`config.mk`:
```
export PLATFORM = sky130hd
export DESIGN_NAME = pipe_muldiv_unit_flat
export DESIGN_NICKNAME = d
export VERILOG_FILES = /design/src/rtl/pipe_muldiv_unit_if.sv /design/src/rtl/pipe_muldiv_unit.sv /design/src/flat_wrapper.sv
export SDC_FILE = /design/constraint.sdc
export NUM_CORES = 1
export LEC_CHECK = 0
export CAP_MARGIN = 20
export CORE_MARGIN = 3
export CORE_UTILIZATION = 60
export DETAILED_ROUTE_END_ITERATION = 16
export PLACE_DENSITY = 0.81
export SLEW_MARGIN = 20
export SYNTH_ARGS = -nofsm -noshare
export SYNTH_HDL_FRONTEND = slang
export SYNTH_SLANG_ARGS = --single-unit
```
`constraint.sdc`:
```
create_clock -name clk -period 17.1 [get_ports clk]
set_input_delay 2.565 -clock clk [delete_from_list [all_inputs] [get_ports clk]]
set_output_delay 2.565 -clock clk [all_outputs]
set_load 0.1 [all_outputs]
```
`src/rtl/pipe_muldiv_unit_if.sv`:
```
// pipe_muldiv_unit_if: EX-stage mul/div request and HI/LO response bundle
interface pipe_muldiv_unit_if #(parameter int WIDTH = 32);
   logic             start;
   logic [3:0]       alu_control;
   logic [WIDTH-1:0] op_a;
   logic [WIDTH-1:0] op_b;
   logic             mt_hi;
   logic             mt_lo;
   logic [WIDTH-1:0] mt_data;
   logic             mf_req;
   logic             busy;
   logic             stall_req;
   logic             done;
   logic [WIDTH-1:0] hi;
   logic [WIDTH-1:0] lo;
   modport master (output start, alu_control, op_a, op_b, mt_hi, mt_lo, mt_data, mf_req,
                   input busy, stall_req, done, hi, lo);
   modport slave (input start, alu_control, op_a, op_b, mt_hi, mt_lo, mt_data, mf_req,
                  output busy, stall_req, done, hi, lo);
endinterface

```
`src/rtl/pipe_muldiv_unit.sv`:
```
// pipe_muldiv_unit: iterative MULT/MULTU/DIV/DIVU unit owning HI/LO
// Magnitudes are iterated unsigned; a single FIX cycle applies the sign correction.
module pipe_muldiv_unit #(parameter int WIDTH = 32) (
   input logic               clk,
   input logic               reset,
   pipe_muldiv_unit_if.slave bus
);
   localparam int CW = $clog2(WIDTH);
   typedef enum logic [1:0] {IDLE, MUL, DIV, FIX} state_t;
   state_t             state_q;
   logic [CW-1:0]      cnt_q;
   logic [WIDTH-1:0]   a_q, b_q, hi_q, lo_q;
   logic [2*WIDTH-1:0] acc_q, acc_d, prod_fix;
   logic               neg_q, neg_r_q, div_q, done_q;
   logic [WIDTH:0]     sum, trial;
   logic [WIDTH-1:0]   abs_a, abs_b, a_init, q_fix, r_fix;
   logic               valid, sgn, is_mul, b_zero;
   assign valid  = bus.start && bus.alu_control[3:2] == 2'b10;
   assign sgn    = ~bus.alu_control[0];
   assign is_mul = bus.alu_control[1];
   assign b_zero = bus.op_b == '0;
   assign abs_a  = (sgn && bus.op_a[WIDTH-1]) ? -bus.op_a : bus.op_a;
   assign abs_b  = (sgn && bus.op_b[WIDTH-1]) ? -bus.op_b : bus.op_b;
   // A raw dividend with a zero divisor makes the restoring loop yield Lo=all-ones, Hi=OpA
   assign a_init = (!is_mul && b_zero) ? bus.op_a : abs_a;
   assign sum    = {1'b0, acc_q[2*WIDTH-1:WIDTH]} + {1'b0, acc_q[0] ? a_q : '0};
   assign trial  = acc_q[2*WIDTH-1:WIDTH-1] - {1'b0, b_q};
   always_comb acc_d = (state_q == MUL) ? {sum, acc_q[WIDTH-1:1]} :
                       trial[WIDTH] ? {acc_q[2*WIDTH-2:0], 1'b0} :
                       {trial[WIDTH-1:0], acc_q[WIDTH-2:0], 1'b1};
   assign prod_fix = neg_q ? -acc_q : acc_q;
   assign q_fix    = neg_q ? -acc_q[WIDTH-1:0] : acc_q[WIDTH-1:0];
   assign r_fix    = neg_r_q ? -acc_q[2*WIDTH-1:WIDTH] : acc_q[2*WIDTH-1:WIDTH];
   assign bus.busy      = state_q != IDLE && !reset;
   assign bus.stall_req = bus.busy && (bus.start || bus.mt_hi || bus.mt_lo || bus.mf_req);
   assign bus.done      = done_q && !reset;
   assign bus.hi        = hi_q;
   assign bus.lo        = lo_q;
   always_ff @(posedge clk or posedge reset) begin
      if (reset) begin
         state_q <= IDLE;
         cnt_q   <= '0;
         a_q     <= '0;
         b_q     <= '0;
         acc_q   <= '0;
         hi_q    <= '0;
         lo_q    <= '0;
         neg_q   <= 1'b0;
         neg_r_q <= 1'b0;
         div_q   <= 1'b0;
         done_q  <= 1'b0;
      end else begin
         done_q <= 1'b0;
         case (state_q)
            IDLE: begin
               if (bus.mt_hi) hi_q <= bus.mt_data;
               if (bus.mt_lo) lo_q <= bus.mt_data;
               if (valid) begin
                  a_q     <= a_init;
                  b_q     <= abs_b;
                  acc_q   <= {{WIDTH{1'b0}}, is_mul ? abs_b : a_init};
                  neg_q   <= sgn && (bus.op_a[WIDTH-1] ^ bus.op_b[WIDTH-1]) && !b_zero;
                  neg_r_q <= sgn && bus.op_a[WIDTH-1] && !b_zero && !is_mul;
                  div_q   <= !is_mul;
                  cnt_q   <= '0;
                  state_q <= is_mul ? MUL : DIV;
               end
            end
            MUL, DIV: begin
               acc_q <= acc_d;
               cnt_q <= cnt_q + 1'b1;
               if (cnt_q == CW'(WIDTH - 1)) state_q <= FIX;
            end
            FIX: begin
               hi_q    <= div_q ? r_fix : prod_fix[2*WIDTH-1:WIDTH];
               lo_q    <= div_q ? q_fix : prod_fix[WIDTH-1:0];
               done_q  <= 1'b1;
               state_q <= IDLE;
            end
            default: state_q <= IDLE;
         endcase
      end
   end
endmodule

```
`src/flat_wrapper.sv`:
```
// flat-port wrapper written by rule: the top's interface ports become plain ports
module pipe_muldiv_unit_flat 
#(parameter int WIDTH = 32)
  (clk, reset, bus_start, bus_alu_control, bus_op_a, bus_op_b, bus_mt_hi, bus_mt_lo, bus_mt_data, bus_mf_req, bus_busy, bus_stall_req, bus_done, bus_hi, bus_lo);
  pipe_muldiv_unit_if #(.WIDTH(WIDTH)) bus_i ();
  input logic clk;
  input logic reset;
  input wire logic [$bits(bus_i.start)-1:0] bus_start;
  input wire logic [$bits(bus_i.alu_control)-1:0] bus_alu_control;
  input wire logic [$bits(bus_i.op_a)-1:0] bus_op_a;
  input wire logic [$bits(bus_i.op_b)-1:0] bus_op_b;
  input wire logic [$bits(bus_i.mt_hi)-1:0] bus_mt_hi;
  input wire logic [$bits(bus_i.mt_lo)-1:0] bus_mt_lo;
  input wire logic [$bits(bus_i.mt_data)-1:0] bus_mt_data;
  input wire logic [$bits(bus_i.mf_req)-1:0] bus_mf_req;
  output wire logic [$bits(bus_i.busy)-1:0] bus_busy;
  output wire logic [$bits(bus_i.stall_req)-1:0] bus_stall_req;
  output wire logic [$bits(bus_i.done)-1:0] bus_done;
  output wire logic [$bits(bus_i.hi)-1:0] bus_hi;
  output wire logic [$bits(bus_i.lo)-1:0] bus_lo;
  assign bus_i.start = bus_start;
  assign bus_i.alu_control = bus_alu_control;
  assign bus_i.op_a = bus_op_a;
  assign bus_i.op_b = bus_op_b;
  assign bus_i.mt_hi = bus_mt_hi;
  assign bus_i.mt_lo = bus_mt_lo;
  assign bus_i.mt_data = bus_mt_data;
  assign bus_i.mf_req = bus_mf_req;
  assign bus_busy = bus_i.busy;
  assign bus_stall_req = bus_i.stall_req;
  assign bus_done = bus_i.done;
  assign bus_hi = bus_i.hi;
  assign bus_lo = bus_i.lo;
  pipe_muldiv_unit #(.WIDTH(WIDTH)) u_core (.clk(clk), .reset(reset), .bus(bus_i));
endmodule
```
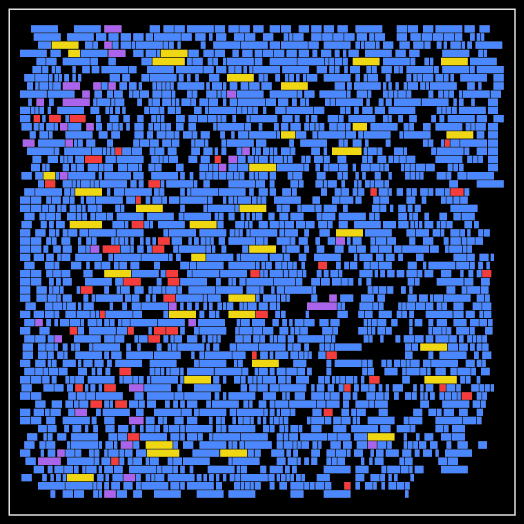
Figure 1: run 1, drive-strength map.
(3 px per µm)
yellow -> _6 and larger  # cells 35, share 1.7%, most used clkbuf_16
red -> _2 cells  # cells 46, share 2.2%, most used mux2_2
purple -> _3 and _4 cells  # cells 35, share 1.7%, most used buf_4
blue -> _0 and _1 cells  # cells 1929, share 94%, most used o21ai_0
Area Overhead vs Synth: 17.7%
Final WS setup: 10000 ps
Design Area, Final: 18600 µm²

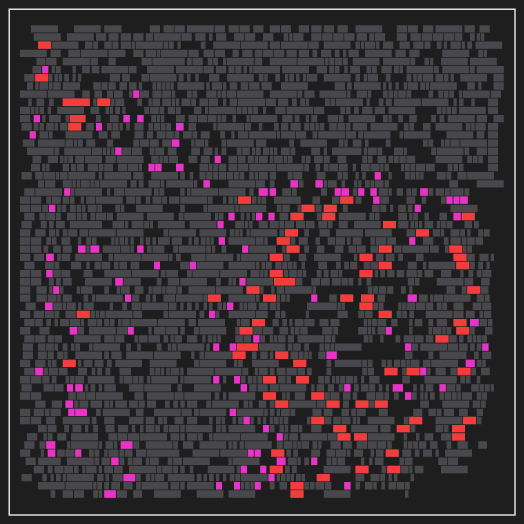
Figure 2: run 1, gate-type map.
(3 px per µm)
red -> fa/ha/maj cells  # cells 75
magenta -> and/or cells  # cells 103
Commonest Layout Cell: o21ai_0
logic share of the area: 54.2%

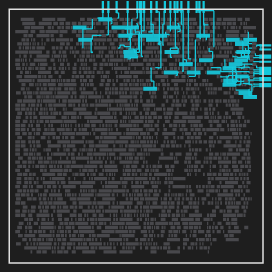
Figure 3: run 1, wires at chosen ports, followed through buffers.
(1.5 px per µm)
cyan -> bus_hi  # bits 32, direction output, edge 19 top, 13 right, end cells 32, wire 1000 µm
boundary pin count: 173
I/O Buffers: 172

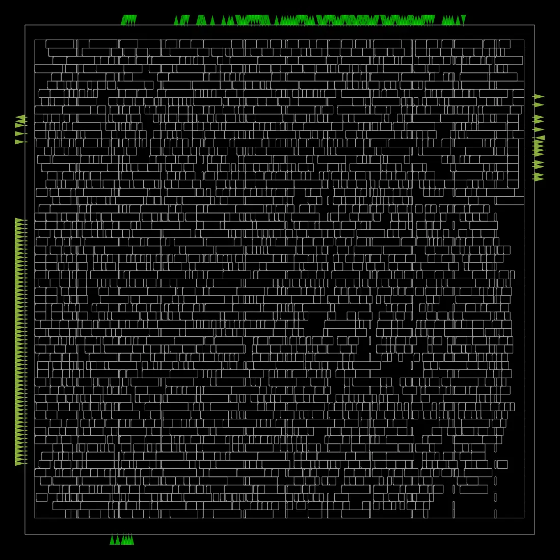
Figure 4: run 1, cell outlines without signal wires.
seq_cells: 203
Tapcell Cnt: 330
final core utilization: 72.8%

==> Changelog: implementation, run 1 <==
### Changed

- Biggest register: u_core.acc_q
- CTS tree: yes
- Register area share after synthesis: 32.2%
- Synthesized area: 15800 µm²
- Crit. End Element: output pin
- CP Cell Sequence: clkdlybuf4s50_1 -> nor3_1 -> clkdlybuf4s50_1
- Largest class: logic gates
- Synth cell count leaders: o21ai_0, nand2_1, dfrtp_1
- Met3 wire length: 5780 µm
- Final setup skew: 10.4 ps
- # fillers: 1948
- Die height: 168 µm
- Synth cell types: 80
- Top Metal Used: met4
- Most numerous cell in the Yosys netlist: o21ai_0
- EDFF count, synth: 0
- Met2 usage: 55.5%
- Top cells by area: dfrtp_1, o21ai_0, ha_1, nand2_1, xor2_1
- Avg Inst Size Synth: 8.21 µm²
- MaxCap Viol Count: 0
- Drt total wl: 53700 µm
- Max-area cell share: 32.2%
- Post-synthesis chip area from yosys: 15800 µm²
- Hpwl dp: 40300 µm
- Num CTS Buffers: 24
- WP buf/inv: 2
- CTS Buffer Depth: 3
- Worst path most repeated cell: clkdlybuf4s50_1
- Max Clk Rate: 141 MHz
- Via/cell ratio: 6.62
- Signal buffers: 189
- Portion of netlist area occupied by mux cells: 4.72%
- Top logic family: AND-OR/OR-AND gates
- MI comb area: 10100 µm²
- Finished Layout Cells: 2377
- Fin. Hold Viols: 0
- Worst EP required: 14530 ps
- FP Rows: 58
- Starting DRC count in detailed routing: 1807
- Die X: 168 µm
- Final min period: 7100 ps
- Area leader, netlist: dfrtp_1
- Root Driver: clkbuf_16
- RR Endpoint: u_core.acc_q[32]
- TritonRoute pass-1 iters: 7
- GRT busiest layer: met2
- Yosys warnings: 0
- Most frequent cells in the layout: o21ai_0, nand2_1, dfrtp_1, clkdlybuf4s50_1, a21oi_1
- Final Cycle Share: 41.5%
- Hold Path Class: flop to flop
- Worst R2R Start: u_core.acc_q[31]
- Drt drc: 0
- Clock sinks: 203
- Sequential share of cell area: 27.4%
- Share of layout cells above drive strength 1: 5.67%
- Startpoint types: input pin
- Crit path launch: reset
- Non-clk invs: 69
- Status: finished clean
- Final nets: 2208
- Crit path max fanout: 4
- # hold bufs at CTS: 0
- H-tree levels: 1
- Final setup viols: 0
- GPL Wtd Cong: 0.947
- Vias in the first global route: 14615
- Adder-cell share of the synthesized area: 6.05%
- Setup CP Type: input pin to output pin
- Crit path DAT: 4530 ps
- Asr flop ratio synth: 100%
- Clk tree area frac: 4.66%
- Std-Cell Core Area: 25500 µm²
- Tool warnings: 34
- Metal2 WL: 23300 µm
- Met3 Use GR: 6.76%
- Wire length on met1: 22100 µm
- Hold Crit Depth: 2
- Compound-Gate Fraction of Synth Area: 24.3%
--- run 2 (diff from run 1) ---
--- a/config.mk
+++ b/config.mk
@@ -7,9 +7,9 @@
 export LEC_CHECK = 0
 export CAP_MARGIN = 20
 export CORE_MARGIN = 3
-export CORE_UTILIZATION = 60
+export CORE_UTILIZATION = 58
 export DETAILED_ROUTE_END_ITERATION = 16
-export PLACE_DENSITY = 0.81
+export PLACE_DENSITY = 0.79
 export SLEW_MARGIN = 20
 export SYNTH_ARGS = -nofsm -noshare
 export SYNTH_HDL_FRONTEND = slang
==> constraint.sdc (replaced) <==
create_clock -name clk -period 6.9 [get_ports clk]
set_input_delay 1.035 -clock clk [delete_from_list [all_inputs] [get_ports clk]]
set_output_delay 1.035 -clock clk [all_outputs]
set_load 0.1 [all_outputs]
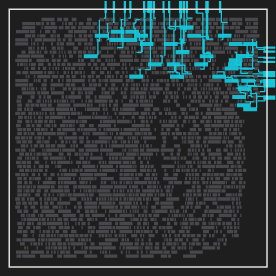
Figure 5: run 2, wires at chosen ports, followed through buffers.
(1.5 px per µm)
cyan -> bus_hi  # bits 32, direction output, edge 19 top, 13 right, end cells 32, wire 1010 µm

==> run 2 against run 1 <==
  * Non-clock buffer count grew 1
  * Final cell count is essentially flat
  * Global-route usage shrank 0.48 points
  * Worst setup slack lost 7600 ps
  * Synthesized cell count is the same
  * Core utilization shrank 2.5 points
  * Sequential cell count is the same
  * Sequential share of layout area is essentially flat
==> Changelog: implementation, run 2 <==
### Changed

- Status: finished clean (unchanged)
- # fillers: 2133 (was 1948)
- Final core utilization: 70.4% (was 72.8%)
- Avg Inst Size Synth: 8.21 µm² (unchanged)
- Max-area cell share: 32.2% (unchanged)
- MI comb area: 10100 µm² (about the same)
- Design Area, Final: 18500 µm² (was 18600 µm²)
- Wire length on met1: 22400 µm (was 22100 µm)
- Max Clk Rate: 221 MHz
- Hold Crit Depth: 1 (was 2)
- Vias in the first global route: 14889 (was 14615)
- Final setup skew: 12.8 ps (was 10.4 ps)
- Crit path max fanout: 16 (was 4)
- Area Overhead vs Synth: 17.6% (was 17.7%)
- EDFF count, synth: 0 (unchanged)
- Drt total wl: 54000 µm (was 53700 µm)
- Compound-Gate Fraction of Synth Area: 24.3% (unchanged)
- Synthesized area: 15800 µm² (unchanged)
- Crit path launch: u_core.acc_q[31] (was reset)
- Register area share after synthesis: 32.2% (unchanged)
- Fin. Hold Viols: 0 (unchanged)
- TritonRoute pass-1 iters: 6 (was 7)
- Commonest Layout Cell: o21ai_0 (unchanged)
- Setup CP Type: flop to flop (was input pin to output pin)
- Met3 wire length: 5460 µm (was 5780 µm)
- Boundary pin count: 173 (unchanged)
- Crit. End Element: flop (was output pin)
- Share of layout cells above drive strength 1: 5.53% (was 5.67%)
- Final WS setup: 2380 ps (was 10000 ps)
- MaxCap Viol Count: 0 (unchanged)
- Top cells by area: dfrtp_1, o21ai_0, ha_1, nand2_1, xor2_1 (unchanged)
- Starting DRC count in detailed routing: 1809 (was 1807)
- Worst path most repeated cell: o21ai_1 (was clkdlybuf4s50_1)
- Area leader, netlist: dfrtp_1 (unchanged)
- Met3 Use GR: 9.15% (was 6.76%)
- Drt drc: 0 (unchanged)
- I/O Buffers: 172 (unchanged)
- Top logic family: AND-OR/OR-AND gates (unchanged)
- Hold Path Class: flop to flop (unchanged)
- Sequential share of cell area: 27.4% (about the same)
- Final setup viols: 0 (unchanged)
- Largest class: logic gates (unchanged)
- Clock sinks: 203 (unchanged)
- Most frequent cells in the layout: o21ai_0, nand2_1, dfrtp_1, clkdlybuf4s50_1, a21oi_1 (unchanged)
- Asr flop ratio synth: 100% (unchanged)
- Die height: 171 µm (was 168 µm)
- Worst R2R Start: u_core.acc_q[31] (unchanged)
- Clk tree area frac: 4.51% (was 4.66%)
- CP Cell Sequence: inv_1 -> ha_1 -> fa_1 -> nand2b_1 -> a21o_1 -> a31o_2 -> and4b_1 -> nor3_1 -> o21ai_1 -> o21ai_1 -> xor2_4 -> buf_4 -> mux2i_1 -> o221ai_1 (was clkdlybuf4s50_1 -> nor3_1 -> clkdlybuf4s50_1)
- FP Rows: 59 (was 58)
- GRT busiest layer: met2 (unchanged)
- Tapcell Cnt: 335 (was 330)
- Top Metal Used: met5 (was met4)
- CTS tree: yes (unchanged)
- Met2 usage: 55.3% (was 55.5%)
- Non-clk invs: 69 (unchanged)
- CTS Buffer Depth: 3 (unchanged)
- Hpwl dp: 40600 µm (was 40300 µm)
- Synth cell count leaders: o21ai_0, nand2_1, dfrtp_1 (unchanged)
- Final nets: 2209 (was 2208)
- Seq_cells: 203 (unchanged)
- Std-Cell Core Area: 26400 µm² (was 25500 µm²)
- GPL Wtd Cong: 1.03 (was 0.947)
- Yosys warnings: 0 (unchanged)
- Tool warnings: 30 (was 34)
- Via/cell ratio: 6.55 (was 6.62)
- RR Endpoint: u_core.acc_q[59] (was u_core.acc_q[32])
- Final Cycle Share: 65.5%
- Worst EP required: 7270 ps (was 14530 ps)
- Num CTS Buffers: 24 (unchanged)
- Signal buffers: 190 (was 189)
- Most numerous cell in the Yosys netlist: o21ai_0 (unchanged)
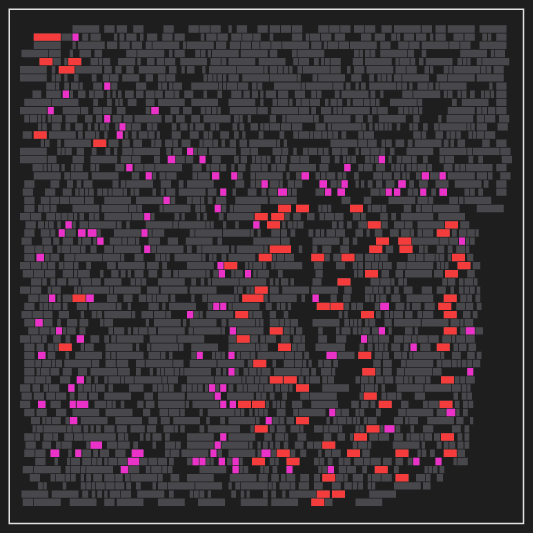
Figure 6: run 2, gate-type map.
(3 px per µm)
red -> fa/ha/maj cells  # cells 75
magenta -> and/or cells  # cells 103
Finished Layout Cells: 2379
logic share of the area: 54.3%

--- run 3 (diff from run 2) ---
--- a/config.mk
+++ b/config.mk
@@ -7,9 +7,9 @@
 export LEC_CHECK = 0
 export CAP_MARGIN = 20
 export CORE_MARGIN = 3
-export CORE_UTILIZATION = 58
+export CORE_UTILIZATION = 53
 export DETAILED_ROUTE_END_ITERATION = 16
-export PLACE_DENSITY = 0.79
+export PLACE_DENSITY = 0.76
 export SLEW_MARGIN = 20
 export SYNTH_ARGS = -nofsm -noshare
 export SYNTH_HDL_FRONTEND = slang
==> constraint.sdc (replaced) <==
create_clock -name clk -period 4.07 [get_ports clk]
set_input_delay 0.6105 -clock clk [delete_from_list [all_inputs] [get_ports clk]]
set_output_delay 0.6105 -clock clk [all_outputs]
set_load 0.1 [all_outputs]
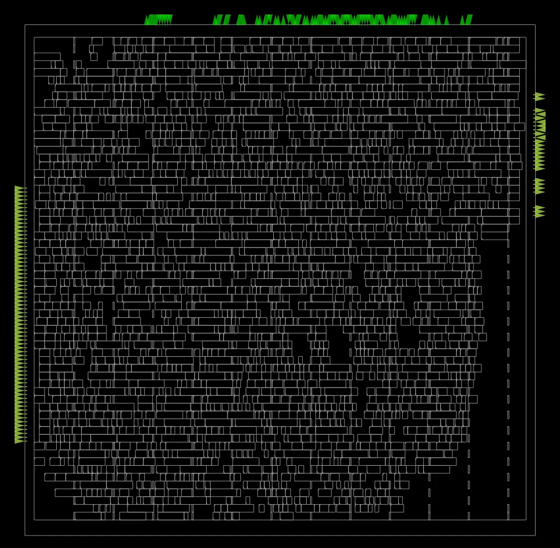
Figure 7: run 3, cell outlines without signal wires.
Tapcell Cnt: 384
final core utilization: 65.8%
sequential share of cell area: 26.6%
Finished Layout Cells: 2493
FP Rows: 62

==> run 3 against run 2 <==
  * Via count grew 0.51%
  * Critical path type unchanged
  * Sequential cell count unchanged
  * Critical path depth up 1
  * Synthesized area unchanged
==> Changelog: implementation, run 3 <==
### Changed

- Status: finished clean (unchanged)
- GRT busiest layer: met2 (unchanged)
- Max Clk Rate: 266 MHz (was 221 MHz)
- Met3 Use GR: 4.51% (was 9.15%)
- Crit path launch: u_core.acc_q[31] (unchanged)
- MI comb area: 10100 µm² (about the same)
- Initial antenna violation count: 0 (was 2)
- Compound-Gate Fraction of Synth Area: 24.3% (unchanged)
- TritonRoute pass-1 iters: 6 (unchanged)
- Final setup viols: 0 (unchanged)
- Via/cell ratio: 6.28 (was 6.55)
- Post-Syn Nets: 2102 (unchanged)
- Setup CP Type: flop to flop (unchanged)
- Std-Cell Core Area: 29000 µm² (was 26400 µm²)
- Post-synthesis register bit count: 203 (unchanged)
- Final nets: 2272 (was 2209)
- Tool warnings: 30 (unchanged)
- Hpwl dp: 42700 µm (was 40600 µm)
- Asr flop ratio synth: 100% (unchanged)
- Startpoint types: flop (unchanged)
- Clk tree area frac: 4.27% (was 4.51%)
- Basic Gates by Area: 18.4% (unchanged)
- CP Cell Sequence: inv_1 -> ha_1 -> fa_1 -> nand2b_1 -> a21o_1 -> a31o_2 -> and4b_1 -> nor3_1 -> o21ai_1 -> o21ai_1 -> buf_4 -> xor2_4 -> buf_12 -> mux2i_1 -> o221ai_1 (was inv_1 -> ha_1 -> fa_1 -> nand2b_1 -> a21o_1 -> a31o_2 -> and4b_1 -> nor3_1 -> o21ai_1 -> o21ai_1 -> xor2_4 -> buf_4 -> mux2i_1 -> o221ai_1)
- Boundary pin count: 173 (unchanged)
- Crit. End Element: flop (unchanged)
- Post-synthesis chip area from yosys: 15800 µm² (unchanged)
- # hold bufs at CTS: 0 (unchanged)
- Clock sinks: 203 (unchanged)
- RR Endpoint: u_core.acc_q[43] (was u_core.acc_q[59])
- Crit path DAT: 4120 ps (was 4890 ps)
- Logic share of the area: 52.6% (was 54.3%)
- H-tree levels: 1 (unchanged)
- Root Driver: clkbuf_16 (unchanged)
- Adder-cell share of the synthesized area: 6.05% (unchanged)
- CTS tree: yes (unchanged)
- Worst path most repeated cell: o21ai_1 (unchanged)
- Synthesized area: 15800 µm² (unchanged)
- Hold Crit Depth: 2 (was 1)
- WL/cell: 22.1 µm (was 22.7 µm)
- Final WS setup: 306 ps (was 2380 ps)
- Most frequent cells in the layout: o21ai_0, nand2_1, dfrtp_1, clkdlybuf4s50_1, a21oi_1 (unchanged)
- Hold Path Class: flop to flop (unchanged)
- Area Overhead vs Synth: 21.2% (was 17.6%)
- Top cells by area: dfrtp_1, o21ai_0, ha_1, nand2_1, xor2_1 (unchanged)
- Max-area cell share: 32.2% (unchanged)
- Final min period: 3760 ps (was 4520 ps)
- Avg Inst Size Synth: 8.21 µm² (unchanged)
- Design Area, Final: 19100 µm² (was 18500 µm²)
- Area leader, netlist: dfrtp_1 (unchanged)
- Fin. Hold Viols: 0 (unchanged)
- RSZ-0062 raised after global routing: false (unchanged)
- Vias in the first global route: 14812 (was 14889)
- Synth cell count leaders: o21ai_0, nand2_1, dfrtp_1 (unchanged)
- MaxCap Viol Count: 0 (unchanged)
- Non-clk invs: 69 (unchanged)
- Register area share after synthesis: 32.2% (unchanged)
- I/O Buffers: 172 (unchanged)
- Met3 wire length: 4800 µm (was 5460 µm)
- Drt drc: 0 (unchanged)
- Num CTS Buffers: 24 (unchanged)
- Portion of netlist area occupied by mux cells: 4.72% (unchanged)
- Met2 usage: 51.8% (was 55.3%)
- Multi-In Gates: 1540 (unchanged)
- Worst EP required: 4420 ps (was 7270 ps)
- Most numerous cell in the Yosys netlist: o21ai_0 (unchanged)
- M1 GR Usage: 48.5% (was 49.5%)
- Yosys warnings: 0 (unchanged)
- Synth cell types: 80 (unchanged)
- Worst R2R Start: u_core.acc_q[31] (unchanged)
- Crit path max fanout: 14 (was 16)
- Top Metal Used: met4 (was met5)
- Wire length on met1: 23200 µm (was 22400 µm)
- Commonest Layout Cell: o21ai_0 (unchanged)
- # fillers: 2444 (was 2133)
- Biggest register: u_core.acc_q (unchanged)
- Starting DRC count in detailed routing: 2017 (was 1809)
- Drt total wl: 55000 µm (was 54000 µm)
- Share of layout cells above drive strength 1: 8.39% (was 5.53%)
- CTS Buffer Depth: 3 (unchanged)
- Hold WS: 475 ps (was 478 ps)
- Signal buffers: 253 (was 190)
- Final Cycle Share: 92.5% (was 65.5%)
- Top logic family: AND-OR/OR-AND gates (unchanged)
- WP buf/inv: 3 (was 2)
- Metal2 WL: 24300 µm (was 23500 µm)
- Final setup skew: 15.7 ps (was 12.8 ps)
- GPL Wtd Cong: 0.992 (was 1.03)
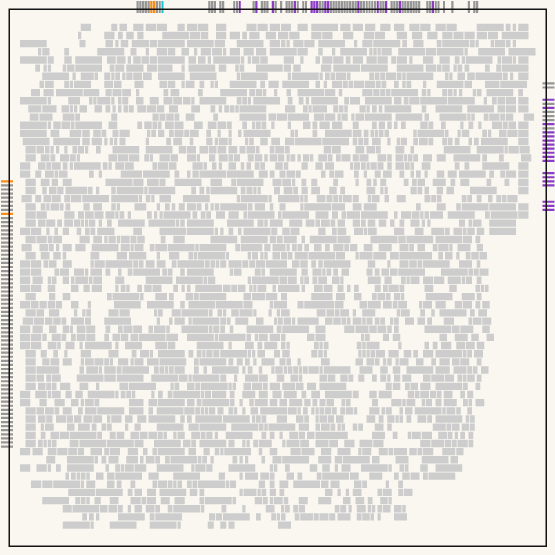
Figure 8: run 3, pin map.
(3 px per µm) Pins as bars across the die edge, other pins in grey.
orange -> bus_alu_control  # pins 4, direction input, edge 2 left, 2 top
cyan -> bus_mt_hi  # pins 1, direction input, edge top
purple -> bus_hi  # pins 32, direction output, edge 18 right, 14 top
all pins by edge = 82 top, 66 left, 25 right
die height: 178 µm
Die X: 178 µm

